===== config.mk =====
export PLATFORM = sky130hd
export DESIGN_NAME = mult_inv_sched
export DESIGN_NICKNAME = d
export VERILOG_FILES = /design/src/rtl/mult_inv_sched.sv
export SDC_FILE = /design/constraint.sdc
export NUM_CORES = 1
export LEC_CHECK = 0
export CAP_MARGIN = 40
export CORE_UTILIZATION = 52
export DETAILED_ROUTE_END_ITERATION = 7
export GPL_TIMING_DRIVEN = 0
export PLACE_DENSITY = 0.8
export SYNTH_ARGS = -nofsm -noshare
export SYNTH_HDL_FRONTEND = slang
export SYNTH_SLANG_ARGS = --single-unit
export TNS_END_PERCENT = 50

===== constraint.sdc =====
create_clock -name clk -period 2.11 [get_ports clk]
set_input_delay 0.422 -clock clk [delete_from_list [all_inputs] [get_ports clk]]
set_output_delay 0.422 -clock clk [all_outputs]
set_load 0.01 [all_outputs]

===== src/rtl/mult_inv_sched.sv =====
// rtl/mult_inv_sched.sv - round-robin scheduler sharing one MultInv core, with 2^-k correction
`ifndef PRIME
`define PRIME 23
`endif
`ifndef BW_GF
`define BW_GF 5
`endif

module mult_inv_sched #(
  parameter int NREQ      = 2,
  parameter int DRAIN_CYC = 600
) (
  input  logic                    clk,
  input  logic                    rst,
  input  logic [NREQ-1:0]         req,
  input  logic [NREQ*`BW_GF-1:0]  req_a,
  output logic [NREQ-1:0]         gnt,
  output logic                    done,
  output logic [2:0]              done_id,
  output logic [`BW_GF-1:0]       result,
  output logic                    err,
  output logic                    busy,
  output logic                    mi_en,
  output logic [`BW_GF-1:0]       mi_a,
  input  logic [`BW_GF-1:0]       mi_value,
  input  logic [8:0]              mi_power,
  input  logic                    mi_valid
);
  localparam int BW = `BW_GF;
  localparam logic [BW:0] P = (BW+1)'(`PRIME);
  localparam int DW = $clog2(DRAIN_CYC + 1);

  typedef enum logic [2:0] {S_DRAIN, S_IDLE, S_LAUNCH, S_WAIT, S_CORR, S_DONE} state_t;

  state_t          state_q, state_d;
  logic [DW-1:0]   drain_q, drain_d;
  logic [2:0]      rr_q, rr_d, idx_q, idx_d;
  logic [BW-1:0]   a_q, a_d;
  logic [BW:0]     t_q, t_d;
  logic [8:0]      cnt_q, cnt_d;
  logic            err_q, err_d;
  logic [NREQ-1:0] gnt_q, gnt_d;
  logic            done_q, done_d, busy_q, busy_d, en_q, en_d;
  logic            found;
  logic [2:0]      pick;
  logic [BW-1:0]   pick_a;
  logic [BW:0]     sum, val_ext;

  // Lowest-indexed request overall, overridden by the lowest at or above the rr pointer.
  always_comb begin
    found  = |req;
    pick   = '0;
    pick_a = '0;
    for (int i = NREQ - 1; i >= 0; i--) begin
      if (req[i]) begin
        pick   = 3'(i);
        pick_a = req_a[i*BW +: BW];
      end
    end
    for (int i = NREQ - 1; i >= 0; i--) begin
      if (req[i] && (3'(i) >= rr_q)) begin
        pick   = 3'(i);
        pick_a = req_a[i*BW +: BW];
      end
    end
  end

  always_comb begin
    state_d = state_q;
    drain_d = drain_q;
    rr_d    = rr_q;
    idx_d   = idx_q;
    a_d     = a_q;
    t_d     = t_q;
    cnt_d   = cnt_q;
    err_d   = err_q;
    sum     = t_q + P;
    val_ext = {1'b0, mi_value};
    case (state_q)
      S_DRAIN: begin
        drain_d = drain_q + 1'b1;
        if (mi_valid || (drain_q == DW'(DRAIN_CYC - 1))) state_d = S_IDLE;
      end
      S_IDLE: begin
        if (found) begin
          idx_d   = pick;
          a_d     = pick_a;
          cnt_d   = '0;
          t_d     = '0;
          err_d   = (pick_a == '0) || ({1'b0, pick_a} >= P);
          state_d = S_LAUNCH;
        end
      end
      S_LAUNCH: state_d = err_q ? S_DONE : S_WAIT;
      S_WAIT: begin
        if (mi_valid) begin
          t_d     = (val_ext >= P) ? val_ext - P : val_ext;
          cnt_d   = mi_power;
          state_d = S_CORR;
        end
      end
      S_CORR: begin
        // t < p keeps t + p inside BW+1 bits.
        if (cnt_q != '0) begin
          t_d   = t_q[0] ? (sum >> 1) : (t_q >> 1);
          cnt_d = cnt_q - 1'b1;
        end else begin
          state_d = S_DONE;
        end
      end
      S_DONE: begin
        rr_d    = (idx_q == 3'(NREQ - 1)) ? 3'd0 : idx_q + 3'd1;
        state_d = S_IDLE;
      end
      default: state_d = S_DRAIN;
    endcase

    gnt_d = '0;
    for (int i = 0; i < NREQ; i++) begin
      if ((3'(i) == idx_d) && (state_d inside {S_LAUNCH, S_WAIT, S_CORR, S_DONE})) gnt_d[i] = 1'b1;
    end
    done_d = (state_d == S_DONE);
    busy_d = (state_d != S_IDLE);
    en_d   = (state_d == S_LAUNCH) && !err_d;
  end

  always_ff @(posedge clk or posedge rst) begin
    if (rst) begin
      state_q <= S_DRAIN;
      drain_q <= '0;
      rr_q    <= '0;
      idx_q   <= '0;
      a_q     <= '0;
      t_q     <= '0;
      cnt_q   <= '0;
      err_q   <= 1'b0;
      gnt_q   <= '0;
      done_q  <= 1'b0;
      busy_q  <= 1'b0;
      en_q    <= 1'b0;
    end else begin
      state_q <= state_d;
      drain_q <= drain_d;
      rr_q    <= rr_d;
      idx_q   <= idx_d;
      a_q     <= a_d;
      t_q     <= t_d;
      cnt_q   <= cnt_d;
      err_q   <= err_d;
      gnt_q   <= gnt_d;
      done_q  <= done_d;
      busy_q  <= busy_d;
      en_q    <= en_d;
    end
  end

  assign gnt     = gnt_q;
  assign done    = done_q;
  assign done_id = idx_q;
  assign result  = t_q[BW-1:0];
  assign err     = err_q && done_q;
  assign busy    = busy_q;
  assign mi_en   = en_q;
  assign mi_a    = a_q;
endmodule


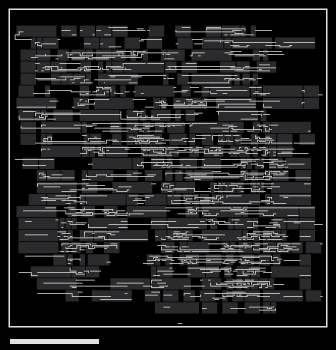
(images/layer_met1.png)
Scale bar: 20 um.
- wire length on this layer: 2,470 um
- nets with wire on the layer: 315

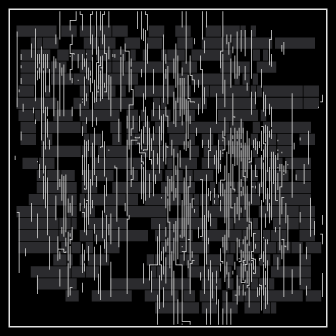
(images/layer_met2.png)
- nets with wire on the layer: 299
- main direction: vertical

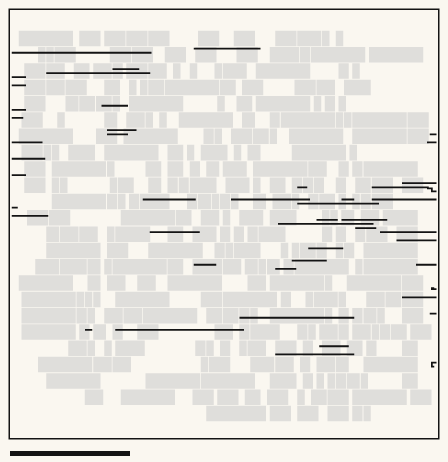
(images/layer_met3.png)
Scale bar: 20 um.
- longest straight run: 23.0 um
- main direction: horizontal
- share of all routed wire: 5.6%

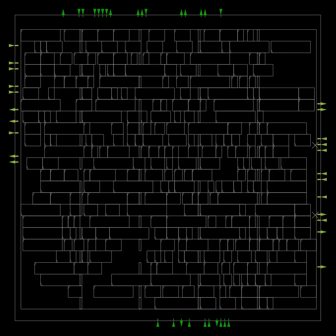
(images/placement.png)
number of standard cells in the layout, taps in and fillers out: 371
flip-flops: 45
tap cell count: 52

==> flow_summary.ini <==
; flow metrics
[cells_and_area]
area.share.combinational = 0.384
area.share.sequential = 0.357
register_area_um2 = 1130
area_growth_syn_to_layout_pct = 25.9
design.final.nets = 351

[status]
run_status = complete, but fails checks
violations = design-rule violations

[cts]
clock_sinks = 45
clock_pin_slew_of_the_registers_on_the_worst_case_setup_and_hold_paths_ps = 90

[routing]
drc = 2
detailedRoute.firstPassIterationCount = 6

[yosys]
yosys_warnings = 0
yosysCellCount = 263
enable_flop_cells = 0
yosysSeqAreaShare = 0.450

[global_routing]
grt.total_usage = 0.238
met2_routing_resource_usage_after_global_routing = 0.370

[power_and_ir_drop]
vdd_drop_max_uv = 699
internal_power_mw = 2.33

[final_timing]
rsz0062_at_grt = no
final_tally_of_setup_violations = 0

[floorplanning]
floorplan.die_area_um2 = 5100
floorplan.rows = 24
[registers in the layout (all words and copies together) (netlist names)]
name	cells
done	1
t_q	6
busy	1
mi_a	5
drain_q	10
done_id	3
err_q	1
rr_q	3
gnt	2
mi_en	1
state_q	3
cnt_q	9
[power by group through the flow]
stage | clock [mW] | combinational (mW) | sequential [mW]
2_1_floorplan | 0 | 1.35 | 1.40
3_3_place_gp | 0 | 1.96 | 1.39
3_5_place_dp | 0 | 2.00 | 1.40
4_1_cts | 0.545 | 2.02 | 1.39
5_1_grt | 0.573 | 2.24 | 1.43
6_report | 0.525 | 2.02 | 1.39
[critical path, stage by stage]
cell	delay, ps
sky130_fd_sc_hd__clkdlybuf4s50_1	470
sky130_fd_sc_hd__ha_1	260
sky130_fd_sc_hd__a21o_1	180
sky130_fd_sc_hd__nand2_1	100
sky130_fd_sc_hd__mux2_2	340
sky130_fd_sc_hd__a221oi_1	260
sky130_fd_sc_hd__a21oi_1	70
[routing by layer]
| layer | vias to the layer above | part of all wire |
|---|---|---|
| met4 | 0 | 0.014 |
| met3 | 6 | 0.056 |
| met5 | - | 0 |
| met1 | 1010 | 0.46 |
| met2 | 73 | 0.47 |
| li1 | 1047 | - |
[cell families after synthesis]
logic type               Yosys count  synth area share
multiplexers                       4            0.0175
buffers and inverters             28            0.0670
XOR/XNOR                          13            0.0455
AND/OR/NAND/NOR                   96             0.204
flip-flops                        45             0.450
AND-OR/OR-AND                     73             0.196
adder cells (fa/ha/maj)            4            0.0200
[cell usage after synthesis (4+ instances only)]
| cell | number | area, um^2 |
|---|---|---|
| sky130_fd_sc_hd__buf_4 | 7 | 52.6 |
| sky130_fd_sc_hd__nor3_1 | 6 | 30.0 |
| sky130_fd_sc_hd__xor2_1 | 4 | 35.0 |
| sky130_fd_sc_hd__o21ai_0 | 18 | 90.1 |
| sky130_fd_sc_hd__inv_1 | 11 | 41.3 |
| sky130_fd_sc_hd__and2_1 | 5 | 31.3 |
| sky130_fd_sc_hd__a32oi_1 | 4 | 35.0 |
| sky130_fd_sc_hd__buf_6 | 4 | 45.0 |
| sky130_fd_sc_hd__a22oi_1 | 4 | 30.0 |
| sky130_fd_sc_hd__nand2_1 | 22 | 82.6 |
| sky130_fd_sc_hd__a21oi_1 | 13 | 65.1 |
| sky130_fd_sc_hd__a21o_1 | 5 | 37.5 |
| sky130_fd_sc_hd__dfrtp_1 | 45 | 1130 |
| sky130_fd_sc_hd__nand3_1 | 4 | 20.0 |
| sky130_fd_sc_hd__a221oi_1 | 8 | 70.1 |
| sky130_fd_sc_hd__nor2_1 | 35 | 131 |
| sky130_fd_sc_hd__o21ai_1 | 4 | 20.0 |
| sky130_fd_sc_hd__ha_1 | 4 | 50.1 |
| sky130_fd_sc_hd__xnor2_1 | 9 | 78.8 |
[path summary, 6_finish.rpt]
kind	startpoint	slack, ps	endpoint	depth (start not counted)
min in group clk	drain_q[9]	470	drain_q[9]	1
max in group asynchronous	rst	1160	busy	3
hold reg to reg	drain_q[9]	470	drain_q[9]	1
hold / removal	rst	460	t_q[1]	2
setup reg to reg	cnt_q[4]	420	cnt_q[8]	6
setup / recovery	mi_value[0]	200	t_q[1]	7
